--- config.mk ---
export PLATFORM = sky130hd
export DESIGN_NAME = mem_arbiter
export DESIGN_NICKNAME = d
export VERILOG_FILES = /design/src/rtl/mem_arbiter_pkg.sv /design/src/rtl/mem_watchdog.sv /design/src/rtl/mem_arbiter.sv
export SDC_FILE = /design/constraint.sdc
export NUM_CORES = 1
export LEC_CHECK = 0
export CORE_UTILIZATION = 40
export DETAILED_ROUTE_END_ITERATION = 8
export PLACE_DENSITY = 0.86
export SETUP_SLACK_MARGIN = 0.02
export SYNTH_ARGS = -nofsm -noshare
export SYNTH_HDL_FRONTEND = slang
export SYNTH_HIERARCHICAL = 1
export SYNTH_SLANG_ARGS = --single-unit
--- constraint.sdc ---
create_clock -name clk -period 5.35 [get_ports clk]
set_clock_uncertainty 0.15 [all_clocks]
set_input_delay 0.8025 -clock clk [delete_from_list [all_inputs] [get_ports clk]]
set_output_delay 0.8025 -clock clk [all_outputs]
set_load 0.01 [all_outputs]
--- src/rtl/mem_arbiter_pkg.sv ---
// mem_arbiter_pkg
//   Shared definitions for the two-port memory arbiter: FSM state encoding,
//   bus-owner encoding, dbg_status field offsets and a status packing helper.
package mem_arbiter_pkg;

    typedef enum logic [1:0] {
        ST_IDLE = 2'd0,
        ST_BUSY = 2'd1,
        ST_RESP = 2'd2
    } arb_state_e;

    localparam logic OWNER_IF = 1'b0;
    localparam logic OWNER_D  = 1'b1;

    localparam int DBG_DONE_LSB  = 16;
    localparam int DBG_TOUT_LSB  = 8;
    localparam int DBG_LAST_BIT  = 3;
    localparam int DBG_STATE_LSB = 0;

    function automatic logic [31:0] pack_status(input logic [15:0] done,
                                                input logic [7:0]  tout,
                                                input logic        last,
                                                input arb_state_e  st);
        logic [31:0] s;
        s = '0;
        s[DBG_DONE_LSB +: 16] = done;
        s[DBG_TOUT_LSB +: 8]  = tout;
        s[DBG_LAST_BIT]       = last;
        s[DBG_STATE_LSB +: 2] = st;
        return s;
    endfunction

endpackage

--- src/rtl/mem_watchdog.sv ---
// mem_watchdog
//   Cycle counter that flags a bus transaction which has been outstanding for
//   TIMEOUT_CYCLES cycles. TIMEOUT_CYCLES = 0 disables the expire output.
// Ports:
//   clk    - system clock
//   reset  - asynchronous active-low reset
//   clr    - force count to zero (held outside the BUSY phase)
//   en     - count this cycle
//   expire - high during the last permitted cycle (count == TIMEOUT_CYCLES-1)
module mem_watchdog #(
    parameter int TIMEOUT_CYCLES = 255,
    parameter int TIMEOUT_W      = 8
) (
    input  logic clk,
    input  logic reset,
    input  logic clr,
    input  logic en,
    output logic expire
);

    localparam logic [TIMEOUT_W-1:0] LAST_CNT =
        (TIMEOUT_CYCLES == 0) ? '0 : TIMEOUT_W'(TIMEOUT_CYCLES - 1);

    logic [TIMEOUT_W-1:0] cnt_q, cnt_d;

    always_comb begin
        cnt_d = cnt_q;
        if (clr) begin
            cnt_d = '0;
        end else if (en && (cnt_q != '1)) begin
            // saturate rather than wrap so a disabled watchdog never aliases
            cnt_d = cnt_q + TIMEOUT_W'(1);
        end
    end

    always_ff @(posedge clk or negedge reset) begin
        if (!reset) begin
            cnt_q <= '0;
        end else begin
            cnt_q <= cnt_d;
        end
    end

    assign expire = (TIMEOUT_CYCLES != 0) && en && (cnt_q == LAST_CNT);

endmodule

--- src/rtl/mem_arbiter.sv ---
// mem_arbiter
//   Shares one memory bus between the instruction-fetch port (if_*) and the
//   load/store port (d_*). One transaction at a time, round-robin on
//   contention, registered bus strobes/attributes, watchdog abort.
// Ports:
//   clk, reset               - clock, asynchronous active-low reset
//   if_req/if_addr           - fetch request (read only)
//   if_ack/if_err/if_rdata   - fetch completion/abort pulse, read data
//   d_req/d_we/d_addr/d_wdata- data request
//   d_ack/d_err/d_rdata      - data completion/abort pulse, read data
//   mem_read/mem_write       - registered bus strobes
//   mem_addr/mem_write_data  - registered bus attributes
//   mem_ack/mem_read_data    - bus completion and read data
//   dbg_status               - {completed[15:0], timeouts[7:0], 4'b0,
//                               last_grant, 1'b0, state[1:0]}
//
// state | meaning
// IDLE  | no transaction; arbitrate and grant on any request
// BUSY  | strobes asserted, waiting for mem_ack or watchdog expiry
// RESP  | one-cycle ack/err pulse to the owner, then back to IDLE
module mem_arbiter
    import mem_arbiter_pkg::*;
#(
    parameter int TIMEOUT_CYCLES = 255,
    parameter int TIMEOUT_W      = 8
) (
    input  logic        clk,
    input  logic        reset,
    input  logic        if_req,
    input  logic [31:0] if_addr,
    output logic        if_ack,
    output logic        if_err,
    output logic [31:0] if_rdata,
    input  logic        d_req,
    input  logic        d_we,
    input  logic [31:0] d_addr,
    input  logic [31:0] d_wdata,
    output logic        d_ack,
    output logic        d_err,
    output logic [31:0] d_rdata,
    output logic        mem_read,
    output logic        mem_write,
    output logic [31:0] mem_addr,
    output logic [31:0] mem_write_data,
    input  logic        mem_ack,
    input  logic [31:0] mem_read_data,
    output logic [31:0] dbg_status
);

    arb_state_e  state_q, state_d;
    logic        owner_q, owner_d;
    logic        we_q, we_d;
    logic [31:0] addr_q, addr_d;
    logic [31:0] wdata_q, wdata_d;
    logic        last_grant_q, last_grant_d;
    logic        granted_q, granted_d;
    logic [15:0] done_q, done_d;
    logic [7:0]  tout_q, tout_d;
    logic        mem_read_q, mem_read_d;
    logic        mem_write_q, mem_write_d;
    logic        if_ack_q, if_ack_d;
    logic        if_err_q, if_err_d;
    logic        d_ack_q, d_ack_d;
    logic        d_err_q, d_err_d;
    logic [31:0] if_rdata_q, if_rdata_d;
    logic [31:0] d_rdata_q, d_rdata_d;

    logic        eff_last;
    logic        gnt;
    logic        grant_we;
    logic [31:0] rsp_data;
    logic        wd_expire;

    mem_watchdog #(
        .TIMEOUT_CYCLES (TIMEOUT_CYCLES),
        .TIMEOUT_W      (TIMEOUT_W)
    ) u_watchdog (
        .clk    (clk),
        .reset  (reset),
        .clr    (state_q != ST_BUSY),
        .en     (state_q == ST_BUSY),
        .expire (wd_expire)
    );

    always_comb begin
        state_d      = state_q;
        owner_d      = owner_q;
        we_d         = we_q;
        addr_d       = addr_q;
        wdata_d      = wdata_q;
        last_grant_d = last_grant_q;
        granted_d    = granted_q;
        done_d       = done_q;
        tout_d       = tout_q;
        mem_read_d   = 1'b0;
        mem_write_d  = 1'b0;
        if_ack_d     = 1'b0;
        if_err_d     = 1'b0;
        d_ack_d      = 1'b0;
        d_err_d      = 1'b0;
        if_rdata_d   = '0;
        d_rdata_d    = '0;

        // last_grant_q reads as 0 on the debug display out of reset, but the
        // arbiter treats "no grant yet" as data-last so fetch wins first.
        eff_last = granted_q ? last_grant_q : OWNER_D;
        if (if_req && d_req) begin
            gnt = (eff_last == OWNER_IF) ? OWNER_D : OWNER_IF;
        end else begin
            gnt = d_req ? OWNER_D : OWNER_IF;
        end
        grant_we = (gnt == OWNER_D) && d_we;
        rsp_data = we_q ? '0 : mem_read_data;

        case (state_q)
            ST_IDLE: begin
                if (if_req || d_req) begin
                    owner_d      = gnt;
                    addr_d       = (gnt == OWNER_D) ? d_addr : if_addr;
                    we_d         = grant_we;
                    wdata_d      = (gnt == OWNER_D) ? d_wdata : '0;
                    last_grant_d = gnt;
                    granted_d    = 1'b1;
                    mem_read_d   = !grant_we;
                    mem_write_d  = grant_we;
                    state_d      = ST_BUSY;
                end
            end
            ST_BUSY: begin
                // ack takes priority over a same-cycle watchdog expiry
                if (mem_ack) begin
                    done_d  = done_q + 16'd1;
                    state_d = ST_RESP;
                    if (owner_q == OWNER_D) begin
                        d_ack_d   = 1'b1;
                        d_rdata_d = rsp_data;
                    end else begin
                        if_ack_d   = 1'b1;
                        if_rdata_d = rsp_data;
                    end
                end else if (wd_expire) begin
                    tout_d  = (tout_q == 8'hFF) ? tout_q : tout_q + 8'd1;
                    state_d = ST_RESP;
                    if (owner_q == OWNER_D) begin
                        d_err_d = 1'b1;
                    end else begin
                        if_err_d = 1'b1;
                    end
                end else begin
                    mem_read_d  = mem_read_q;
                    mem_write_d = mem_write_q;
                end
            end
            ST_RESP: begin
                state_d = ST_IDLE;
            end
            default: begin
                state_d = ST_IDLE;
            end
        endcase
    end

    always_ff @(posedge clk or negedge reset) begin
        if (!reset) begin
            state_q      <= ST_IDLE;
            owner_q      <= OWNER_IF;
            we_q         <= 1'b0;
            addr_q       <= '0;
            wdata_q      <= '0;
            last_grant_q <= 1'b0;
            granted_q    <= 1'b0;
            done_q       <= '0;
            tout_q       <= '0;
            mem_read_q   <= 1'b0;
            mem_write_q  <= 1'b0;
            if_ack_q     <= 1'b0;
            if_err_q     <= 1'b0;
            d_ack_q      <= 1'b0;
            d_err_q      <= 1'b0;
            if_rdata_q   <= '0;
            d_rdata_q    <= '0;
        end else begin
            state_q      <= state_d;
            owner_q      <= owner_d;
            we_q         <= we_d;
            addr_q       <= addr_d;
            wdata_q      <= wdata_d;
            last_grant_q <= last_grant_d;
            granted_q    <= granted_d;
            done_q       <= done_d;
            tout_q       <= tout_d;
            mem_read_q   <= mem_read_d;
            mem_write_q  <= mem_write_d;
            if_ack_q     <= if_ack_d;
            if_err_q     <= if_err_d;
            d_ack_q      <= d_ack_d;
            d_err_q      <= d_err_d;
            if_rdata_q   <= if_rdata_d;
            d_rdata_q    <= d_rdata_d;
        end
    end

    assign if_ack         = if_ack_q;
    assign if_err         = if_err_q;
    assign if_rdata       = if_rdata_q;
    assign d_ack          = d_ack_q;
    assign d_err          = d_err_q;
    assign d_rdata        = d_rdata_q;
    assign mem_read       = mem_read_q;
    assign mem_write      = mem_write_q;
    assign mem_addr       = addr_q;
    assign mem_write_data = wdata_q;
    assign dbg_status     = pack_status(done_q, tout_q, last_grant_q, state_q);

endmodule

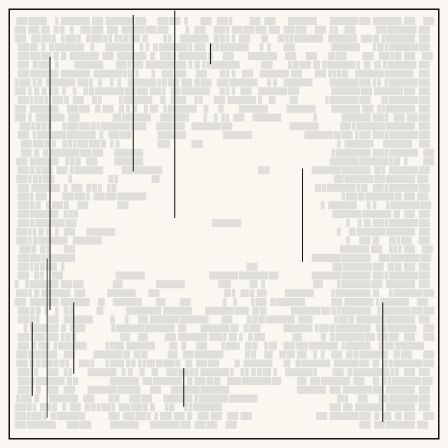
run_1/layer_met4.png
Cells faint in the background.
wire length on this layer: 367 microns
share of all routed wire: 2.0%
nets with wire on the layer: 10

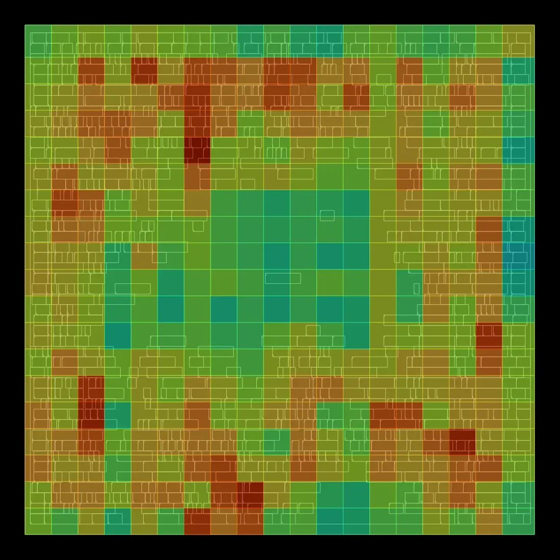
run_1/congestion.png
met2 GRT Util: 37.5%
met1 usage: 26.2%
met3 Usage GRT: 7.82%
Global Route Usage Sum: 22.2%

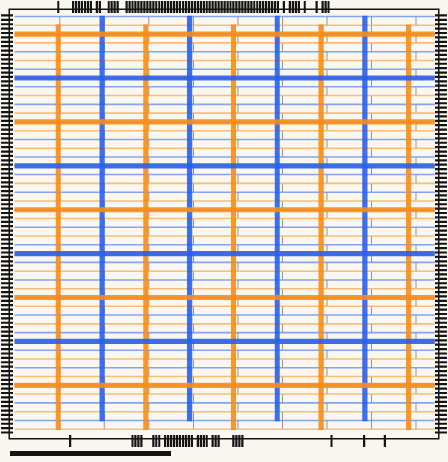
run_1/power_grid.png
Bar = 50 microns. Pins as bars on the die edge. Tap cells in grey.
| colour | net |
|---|---|
| orange | VSS |
| blue | VDD |
tap cells: 220
met4 straps: 9
met5 straps: 9

==> flow_summary.toml, run 1 <==
# synthesis and place-and-route metrics
[cells_and_area]
layout-drive-gt1-share_pct = 6.02
flop_area_sq_mm = 0.00428
buffers = 301
seq_area_share_pct = 40.5
n_clock_buffer = 18
finalNonFillerCells = 1183
final-comb-area_sq_mm = 0.00233
comb_area_share_pct = 22.0
largest_cell_class = "registers"
clock_area_share_pct = 6.11
fin_util_pct = 63.5
inv_count = 8
areaGrowthSynthToFinish_pct = 54.9
diodes = 0
final_area_sq_mm = 0.0106
fillers = 1292
final_cell_mix = "clkdlybuf4s50_1, dfrtp_1, nand2_1"
logic_gate_count = 451

[global_routing]
overflow = 0
first_global_vias = 5698
grt_pass1_wl_microns = 30100
grt_max_degree = 98

[logic_synthesis]
ys_sh_adder_pct = 0.734
seq_area_frac_synth_pct = 62.7
ys_cells = 667
top_area_cell = "dfrtp_1"
top_area_share_pct = 62.7
yosys-top-cells-area = "dfrtp_1, nand2_1, nor2_1, a21oi_1, nand3_1"
yosys_area_sq_mm = 0.00682
netlist_instances = 667
yosys-top-cells-count = "dfrtp_1, nand2_1, nor2_1"
simple_gate_area_share_pct = 22.5
yosysWarnings = 6
synthAoiAreaFrac_pct = 7.10

[placement]
place_congestion = 0.827
place_area_sq_mm = 0.00992
dp_slack_ns = 2.20
dp_cells = 1151
numPortBuffers = 294

[pwr]
swShare_pct = 33.3
power_frac_seq_pct = 37.2
power.switching_mw = 1.68
p_comb_share_pct = 36.1
maxPowerGroup = "registers"
power_combinational_mw = 1.82
peakVddDrop_mv = 0.537
leakage_nw = 4.81
powerDensity_mw_per_mm2 = 476
intPower_mw = 3.36
clock_power_share_pct = 26.7

[final_timing]
setup_tns_ns = 0
fin_crit_ns = 2.71
tightest_slew_ns = 0.994
max_clock_freq_mhz = 369
layout_setup_ws_ns = 2.64
drv_slew = 0
finalCritPeriodShare_pct = 50.7
slew_headroom_pct = 33.5

[route]
finalWirelength_microns = 18700
vias_per_cell = 4.90
num_vias = 5797
dr.pass1.iters = 5
ant_nets = 0
dr_wl_met3_microns = 1480
drc_errors = 0

[floorplan]
io_pins = 300
initCoreUtil_pct = 41.0
fp.dieW_microns = 133
dieArea_sq_mm = 0.0176
rows = 47
dieHeight_microns = 133

[worst_setup_path]
critPathLaunchType = "primary input"
worst_path_largest_cell_delay_ns = 0.83
crit_buf_inv = 2
path_depth = 5
crit_required_ns = 5.51
rrSetupSlack_ns = 2.85
reg2reg_depth = 5
r2r-end = "mem_read"
crit_path_start = "d_req"
critPathSlowestCell = "o21ai_4"
crit_arrival_ns = 2.87

[job]
maxCapViolations = 0
warnings = 27

[clock_tree]
cts_buffers = 17
cts_htree_levels = 4
cts_resized = 0
clk_path_buf_depth = 2
cts_tree = "done"
ctsHoldBuffers = 0

[outcome]
status = "complete, no violations"
==> inputs of run 2 (changes only) <==
==> constraint.sdc (replaced) <==
create_clock -name clk -period 2.8 [get_ports clk]
set_clock_uncertainty 0.15 [all_clocks]
set_input_delay 0.42 -clock clk [delete_from_list [all_inputs] [get_ports clk]]
set_output_delay 0.42 -clock clk [all_outputs]
set_load 0.01 [all_outputs]
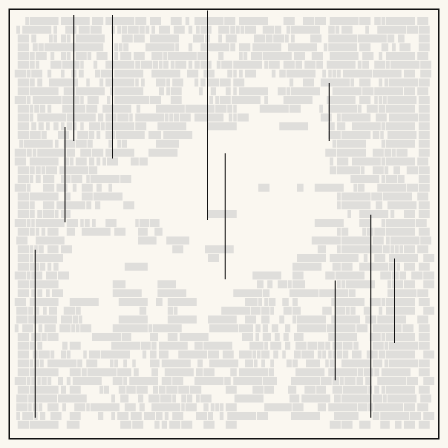
run_2/layer_met4.png
Cells faint in the background.
nets with wire on the layer: 9
longest straight run: 64.6 microns
main direction: vertical
share of all routed wire: 2.2%
wire length on this layer: 404 microns

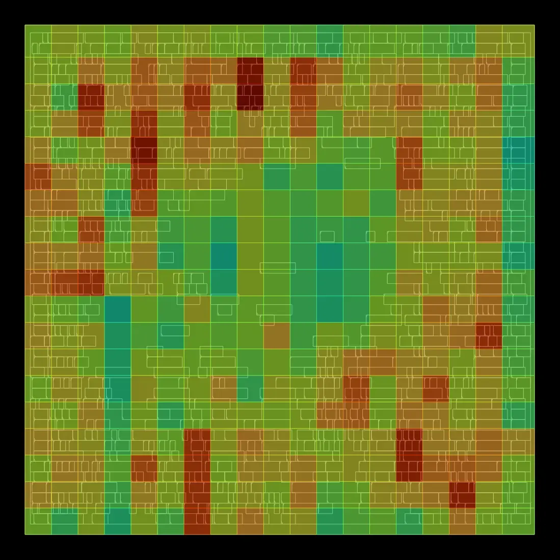
run_2/congestion.png
met3 Usage GRT: 6.55%
Global Route Usage Sum: 22.1%
met1 usage: 26.0%

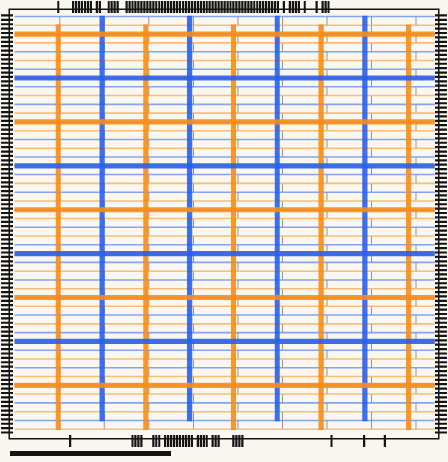
run_2/power_grid.png
Bar = 50 microns. Pins as bars on the die edge. Tap cells in grey.
| colour | net |
|---|---|
| blue | VDD |
| orange | VSS |
met4 straps: 9
rows: 47
met5 straps: 9

==> run 2 against run 1 <==
- flip-flop count is the same
- critical path depth grew 3
- worst hold slack gained 0.097 ns
- setup slack lost 2.2 ns
- die area is the same
- non-clock buffer count grew 10
- sequential power grew about 90%
- first-iteration DRC count grew 29%
- via count grew 0.69%
- global-route usage shrank 0.12 points
- highest routed layer unchanged
==> flow_summary.toml, run 2 <==
# synthesis and place-and-route metrics
[floorplan]
fp.dieW_microns = 133
initCoreUtil_pct = 41.0
rows = 47
dieArea_sq_mm = 0.0176
io_pins = 300
dieHeight_microns = 133

[cells_and_area]
areaGrowthSynthToFinish_pct = 56.0
layout-drive-gt1-share_pct = 6.78
logic_gate_count = 451
buffers = 311
n_clock_buffer = 18
largest_cell_class = "registers"
inv_count = 8
fin_util_pct = 64.0
final-comb-area_sq_mm = 0.00233
seq_area_share_pct = 40.2
final_cell_mix = "clkdlybuf4s50_1, dfrtp_1, nand2_1"
finalNonFillerCells = 1193
final_area_sq_mm = 0.0106
comb_area_share_pct = 21.9
diodes = 0
flop_area_sq_mm = 0.00428

[final_timing]
tightest_slew_ns = 0.976
slew_headroom_pct = 34.9
finalHoldViolCount = 0
drv_slew = 0
max_clock_freq_mhz = 422
finalCritPeriodShare_pct = 84.6
setup_tns_ns = 0
layout_setup_ws_ns = 0.430
fin_crit_ns = 2.37

[pwr]
p_comb_share_pct = 37.3
maxPowerGroup = "registers"
powerDensity_mw_per_mm2 = 892
power_combinational_mw = 3.55
power_frac_seq_pct = 37.5
power.switching_mw = 3.19
peakVddDrop_mv = 0.490
leakage_nw = 4.86
clock_power_share_pct = 25.1
intPower_mw = 6.30
swShare_pct = 33.6

[worst_setup_path]
worst_path_largest_cell_delay_ns = 0.41
rrSetupSlack_ns = 0.43
crit_path_end_kind = "register"
crit_path_start = "state_q[1]"
critPathLaunchType = "register"
r2r-end = "tout_q[5]"
crit_required_ns = 2.95
critPathSlowestCell = "dfrtp_1"
crit_arrival_ns = 2.52
reg2reg_depth = 8
path_depth = 8
crit_buf_inv = 1

[global_routing]
grt-busiest-layer = "met2"
first_global_vias = 5811
grt_max_degree = 59
grt_pass1_wl_microns = 29900
overflow = 0
met2_usage_pct = 38.3

[clock_tree]
clk_path_buf_depth = 2
ctsHoldBuffers = 1
cts_buffers = 17
cts_resized = 0
cts_tree = "done"

[logic_synthesis]
ys_sh_adder_pct = 0.734
yosys-top-cells-area = "dfrtp_1, nand2_1, nor2_1, a21oi_1, nand3_1"
top_area_cell = "dfrtp_1"
yosys-top-cells-count = "dfrtp_1, nand2_1, nor2_1"
ys_cells = 667
yosysWarnings = 6
netlist_instances = 667
top_area_share_pct = 62.7
simple_gate_area_share_pct = 22.5
yosys_area_sq_mm = 0.00682
seq_area_frac_synth_pct = 62.7

[route]
dr.pass1.iters = 5
ant_nets = 0
vias_per_cell = 4.89
drc_errors = 0
dr_wl_met3_microns = 1430
num_vias = 5837

[placement]
place_area_sq_mm = 0.0100
dp_slack_ns = 0.425
numPortBuffers = 294
dp_cells = 1160
place_congestion = 0.854

[job]
warnings = 27
maxCapViolations = 0

[outcome]
status = "complete, no violations"
Power and IR drop assume default switching activity.
